`config.mk`:
```
export PLATFORM = sky130hd
export DESIGN_NAME = ks10_bus_arb
export DESIGN_NICKNAME = d
export VERILOG_FILES = /design/src/rtl/ks10_bus_pkg.sv /design/src/rtl/rr_arbiter.sv /design/src/rtl/ks10_bus_arb.sv
export SDC_FILE = /design/constraint.sdc
export NUM_CORES = 1
export LEC_CHECK = 0
export CAP_MARGIN = 15
export CORE_AREA = 8 8 186 188
export CTS_BUF_LIST = sky130_fd_sc_hd__clkbuf_16
export DETAILED_ROUTE_END_ITERATION = 7
export DIE_AREA = 0 0 194 196
export MAX_ROUTING_LAYER = met4
export PLACE_DENSITY_LB_ADDON = 0.12
export RECOVER_POWER = 50
export SLEW_MARGIN = 40
export SYNTH_ARGS = -nofsm -noshare
export SYNTH_HDL_FRONTEND = slang
export SYNTH_SLANG_ARGS = --single-unit
```
`constraint.sdc`:
```
create_clock -name clk -period 2.6 [get_ports clk]
set_clock_uncertainty 0.05 [all_clocks]
set_input_delay 0.52 -clock clk [delete_from_list [all_inputs] [get_ports clk]]
set_output_delay 0.52 -clock clk [all_outputs]
set_load 0.05 [all_outputs]
```
`src/rtl/ks10_bus_pkg.sv`:
```
// Shared definitions for the KS10 backplane bus controller: FSM state encoding,
// bus widths and the address flag bit positions also used by the NXM/NXD logic.
package ks10_bus_pkg;

    localparam int KS10_AW = 36;
    localparam int KS10_DW = 36;

    // Address flag bits within the 36-bit address-and-flags word
    localparam int KS10_FLAG_RD = 33;
    localparam int KS10_FLAG_WR = 31;
    localparam int KS10_FLAG_IO = 29;

    typedef enum logic [2:0] {
        ST_IDLE = 3'd0,
        ST_REQ  = 3'd1,
        ST_WAIT = 3'd2,
        ST_DONE = 3'd3,
        ST_FAIL = 3'd4
    } busarb_state_t;

    function automatic logic is_io_access(input logic [KS10_AW-1:0] addr);
        return addr[KS10_FLAG_IO];
    endfunction

endpackage

```
`src/rtl/rr_arbiter.sv`:
```
// Combinational round-robin winner select: the first requester at or after
// ptr_i (wrapping) wins; reports it one-hot and as an index.
module rr_arbiter
    import ks10_bus_pkg::*;
#(
    parameter int NCHAN = 4,
    parameter int IW    = (NCHAN > 1) ? $clog2(NCHAN) : 1
) (
    input  logic [NCHAN-1:0] req_i,
    input  logic [IW-1:0]    ptr_i,
    output logic [NCHAN-1:0] grant_o,
    output logic [IW-1:0]    idx_o,
    output logic             any_o
);

    logic [IW-1:0] win_idx;
    logic          win_any;

    generate
        if (NCHAN == 1) begin : g_single
            logic unused_ptr;
            assign unused_ptr = ptr_i[0];
            assign win_idx    = '0;
            assign win_any    = req_i[0];
        end else begin : g_multi
            // Walk offsets from farthest to nearest so the channel closest to ptr_i wins
            always_comb begin
                logic [IW-1:0] idx;
                idx     = '0;
                win_idx = '0;
                win_any = 1'b0;
                for (int k = NCHAN - 1; k >= 0; k--) begin
                    idx = IW'((int'(ptr_i) + k) % NCHAN);
                    if (req_i[idx]) begin
                        win_idx = idx;
                        win_any = 1'b1;
                    end
                end
            end
        end
    endgenerate

    genvar gi;
    generate
        for (gi = 0; gi < NCHAN; gi++) begin : g_onehot
            assign grant_o[gi] = win_any && (win_idx == IW'(gi));
        end
    endgenerate

    assign idx_o = win_idx;
    assign any_o = win_any;

endmodule

```
`src/rtl/ks10_bus_arb.sv`:
```
// Round-robin multi-master KS10 backplane bus controller, one transaction at a time.
// Define KS10_BUSARB_TIMEOUT_EN to build the NXM timeout counter, FAIL path and nxmO/nxmADDRO.
module ks10_bus_arb
    import ks10_bus_pkg::*;
#(
    parameter int NCHAN   = 4,
    parameter int TIMEOUT = 127,
    parameter int AW      = KS10_AW,
    parameter int DW      = KS10_DW
) (
    input  logic                clk,
    input  logic                rst,
    input  logic [NCHAN-1:0]    reqIN,
    input  logic [NCHAN*AW-1:0] addrIN,
    input  logic [NCHAN*DW-1:0] dataIN,
    output logic [NCHAN-1:0]    grantO,
    output logic [NCHAN-1:0]    waitO,
    output logic [NCHAN-1:0]    ackO,
    output logic [NCHAN-1:0]    nxmO,
    output logic [DW-1:0]       dataO,
    output logic                busREQO,
    output logic [AW-1:0]       busADDRO,
    output logic [DW-1:0]       busDATAO,
    input  logic                busACKI,
    input  logic [DW-1:0]       busDATAI,
    output logic [AW-1:0]       nxmADDRO
);

    localparam int IW = (NCHAN > 1) ? $clog2(NCHAN) : 1;

    logic [AW-1:0] addr_ch [NCHAN];
    logic [DW-1:0] data_ch [NCHAN];

    genvar gi;
    generate
        for (gi = 0; gi < NCHAN; gi++) begin : g_unpack
            assign addr_ch[gi] = addrIN[gi*AW +: AW];
            assign data_ch[gi] = dataIN[gi*DW +: DW];
        end
    endgenerate

    busarb_state_t    state_q;
    logic [IW-1:0]    ptr_q, ptr_d;
    logic [IW-1:0]    owner_q;
    logic [NCHAN-1:0] grant_q;
    logic [NCHAN-1:0] ack_q;
    logic [DW-1:0]    data_q;
    logic             busreq_q;
    logic [AW-1:0]    busaddr_q;
    logic [DW-1:0]    busdata_q;

    logic [NCHAN-1:0] arb_onehot;
    logic [IW-1:0]    arb_idx;
    logic             arb_any;

    rr_arbiter #(
        .NCHAN (NCHAN),
        .IW    (IW)
    ) u_arb (
        .req_i   (reqIN),
        .ptr_i   (ptr_q),
        .grant_o (arb_onehot),
        .idx_o   (arb_idx),
        .any_o   (arb_any)
    );

    always_comb begin
        ptr_d = '0;
        if (NCHAN > 1 && owner_q != IW'(NCHAN - 1)) begin
            ptr_d = owner_q + IW'(1);
        end
    end

`ifdef KS10_BUSARB_TIMEOUT_EN
    localparam int CW = $clog2(TIMEOUT + 1);

    logic [CW-1:0]    cnt_q, cnt_d;
    logic [NCHAN-1:0] nxm_q;
    logic [AW-1:0]    nxmaddr_q;

    assign cnt_d = (cnt_q == CW'(TIMEOUT)) ? cnt_q : cnt_q + CW'(1);
`else
    localparam int unused_timeout = TIMEOUT;
`endif

    always_ff @(posedge clk or negedge rst) begin
        if (!rst) begin
            state_q   <= ST_IDLE;
            ptr_q     <= '0;
            owner_q   <= '0;
            grant_q   <= '0;
            ack_q     <= '0;
            data_q    <= '0;
            busreq_q  <= 1'b0;
            busaddr_q <= '0;
            busdata_q <= '0;
`ifdef KS10_BUSARB_TIMEOUT_EN
            cnt_q     <= '0;
            nxm_q     <= '0;
            nxmaddr_q <= '0;
`endif
        end else begin
            busreq_q <= 1'b0;
            ack_q    <= '0;
`ifdef KS10_BUSARB_TIMEOUT_EN
            nxm_q    <= '0;
`endif
            case (state_q)
                ST_IDLE: begin
                    if (arb_any) begin
                        owner_q   <= arb_idx;
                        grant_q   <= arb_onehot;
                        busaddr_q <= addr_ch[arb_idx];
                        busdata_q <= data_ch[arb_idx];
                        busreq_q  <= 1'b1;
                        state_q   <= ST_REQ;
                    end
                end
                ST_REQ: begin
`ifdef KS10_BUSARB_TIMEOUT_EN
                    cnt_q   <= '0;
`endif
                    state_q <= ST_WAIT;
                end
                ST_WAIT: begin
                    // Ack takes priority over a timeout expiring in the same cycle
                    if (busACKI) begin
                        data_q  <= busDATAI;
                        ack_q   <= grant_q;
                        state_q <= ST_DONE;
                    end
`ifdef KS10_BUSARB_TIMEOUT_EN
                    else if (cnt_q == CW'(TIMEOUT)) begin
                        nxm_q     <= grant_q;
                        nxmaddr_q <= busaddr_q;
                        state_q   <= ST_FAIL;
                    end else begin
                        cnt_q <= cnt_d;
                    end
`endif
                end
                ST_DONE, ST_FAIL: begin
                    ptr_q   <= ptr_d;
                    grant_q <= '0;
                    state_q <= ST_IDLE;
                end
                default: state_q <= ST_IDLE;
            endcase
        end
    end

`ifdef KS10_BUSARB_TIMEOUT_EN
    assign nxmO     = nxm_q;
    assign nxmADDRO = nxmaddr_q;
`else
    assign nxmO     = '0;
    assign nxmADDRO = '0;
`endif

    assign grantO   = grant_q;
    assign ackO     = ack_q;
    assign dataO    = data_q;
    assign busREQO  = busreq_q;
    assign busADDRO = busaddr_q;
    assign busDATAO = busdata_q;
    assign waitO    = reqIN & ~(ackO | nxmO);

endmodule
```
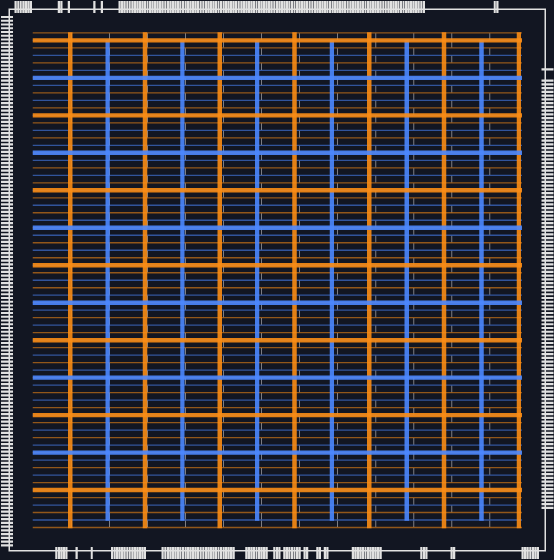
**Above:** PDN straps and rails.
Pins as bars on the die edge. Tap cells in gray.
Orange stands for VSS. Blue stands for VDD.
13 straps on met4. 492 signal pins sit on the boundary. 408 tap cells.

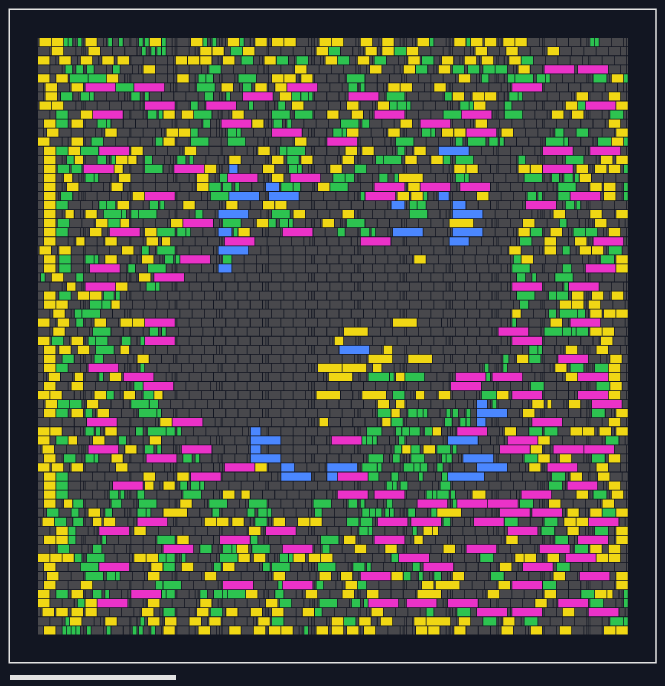
**Above:** cell classes on the final placement.
The bar under the picture is 50 um long. Fill, decap, tap and diode cells in gray.
Yellow stands for remaining buffers and delay cells, cells 500, share of their area 40%. Magenta stands for sequential cells, cells 123, share of their area 24%. Green stands for combinational and other logic, cells 510, share of their area 32%. Blue stands for clock drivers and dummy loads, cells 32, share of their area 4.7%.

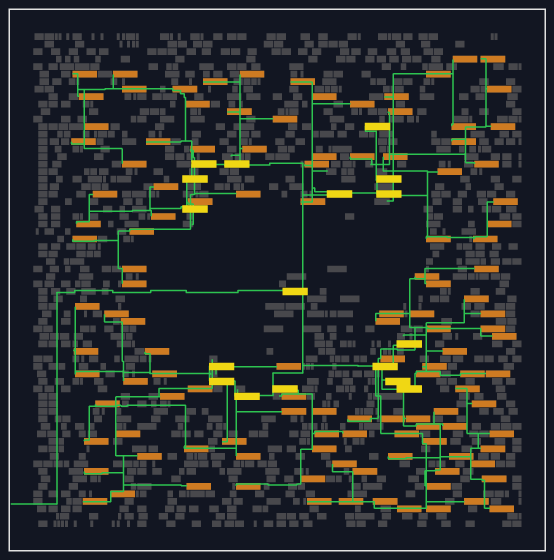
**Above:** clock wires, drivers and flops.
Orange stands for flip-flops, count 123. Green stands for clock wires, length 2420 um. Yellow stands for clock drivers, count 17.
There are 18 routed clock nets.

==> results_dict.tcl <==
# yosys + openroad results
set metrics [dict create \
    numCtsBuffers 17 \
    synthArstFlopShare_pct 100 \
    routed.top_layer "met4" \
    antenna_found_initial 2 \
    start_kind "input pin" \
    design_area_mm2 0.0133 \
    portBuffers 451 \
    fa_ha_area_share_pct 0.660 \
    die_h_um 196 \
    outcome "finished clean" \
    area_growth_pct 75.6 \
    wl_met1_um 14400 \
    pg_clk_w 0.00249 \
    critPathBufInv 3 \
    postSynthCellCount 693 \
    pg_seq_w 0.00343 \
    crit_type "input pin to output pin" \
    tool_warnings 28 \
    ys_area_mm2 0.00758 \
    min_path_type "register to register" \
    grt_pass1_wl_um 51400 \
]
[registers in the layout (all words and copies together), names as in the netlist]
name and count:
owner_q 2, ptr_q 2, busREQO 1, ackO 4, grantO 4, busADDRO 36, busDATAO 36, state_q 2
dataO 36
[layout make-up]
cell class                 instances  area [um2]  area share (%)
multi-input combinational        503        4020            30.2
sequential                       123        3080            23.1
inverter                           7        26.3           0.197
clock buffer                      17         425            3.20
clock inverter                    15         173            1.30
antenna                            2        5.00          0.0376
timing repair buffer             500        5070            38.1
tap                              408         510            3.84
[repair_timing]
| action | 4_1_cts | 5_1_grt |
|---|---|---|
| hold buffers | 1 | 0 |
| endpoints found under the setup margin | 0 | 0 |
| resized | 0 | 0 |
| hold endpoints to repair | 2 | 0 |
[logic make-up (layout without fill, tap and decap cells)]
logic type | count (synthesis) | after routing
flops | 123 | 123
simple gates | 181 | 181
mux | 109 | 109
compound gates | 169 | 169
fa+ha+maj | 4 | 4
buf+inv | 106 | 539
other cells | 1 | 42
[worst register-to-register path, delay by kind of cell (launching register included)]
family,cells,cell delay [ns]
AND/OR/NAND/NOR,1,0.20
buffers and inverters,2,0.42
AND-OR/OR-AND,4,0.96
flip-flops,1,0.52
[per-stage QoR]
| step | setup TNS, ns | instances | power (W) | util [%] | hold WS [ns] |
|---|---|---|---|---|---|
| global route | 0 | 1575 | 0.0168 | 41.8 | 0.460 |
| global placement | -0.149 | 1540 | 0.0136 | 39.9 | 0.422 |
| detailed placement | -0.195 | 1540 | 0.0136 | 39.9 | 0.427 |
| floorplan | 0 | 732 | 0.00974 | - | 0.174 |
| CTS | 0 | 1573 | 0.0162 | 41.8 | 0.446 |
| finish | 0 | 1575 | 0.0159 | 41.8 | 0.442 |
[cells in the final DEF, fill, tap and decap left out, types with 7 or more instances in the layout]
cell type,count
clkdlybuf4s50_1,437
dfrtp_1,123
nor2_1,77
mux2i_1,73
and2_1,72
a211oi_1,72
a221oi_2,66
conb_1,40
mux2_2,36
buf_4,33
clkbuf_16,17
buf_12,16
o21ai_0,11
nand2_1,11
dlygate4sd3_1,10
nor2b_1,7
inv_1,7
[layer usage]
metal,up-vias,global-route usage [%]
met2,284,31.3
met1,3416,20.6
met3,11,6.03
li1,3412,-
met5,-,-
met4,0,3.22
[path summary, 6_finish.rpt]
| kind | start | endpoint | slack, ns | depth (start not counted) |
|---|---|---|---|---|
| worst min-delay path | owner_q[1]$_DFFE_PN0P_ | owner_q[1]$_DFFE_PN0P_ | 0.44 | 2 |
| worst max register to register | ptr_q[1]$_DFFE_PN0P_ | busDATAO[32]$_DFFE_PN0P_ | 0.32 | 7 |
| worst min register to register | owner_q[1]$_DFFE_PN0P_ | owner_q[1]$_DFFE_PN0P_ | 0.44 | 2 |
| max in group asynchronous | rst | busADDRO[15]$_DFFE_PN0P_ | 0.48 | 3 |
| min in group asynchronous | rst | busDATAO[18]$_DFFE_PN0P_ | 0.87 | 2 |
| worst max-delay path | reqIN[0] | waitO[0] | 0.27 | 4 |
No activity file was given, so power comes from the tool's default toggle rates.
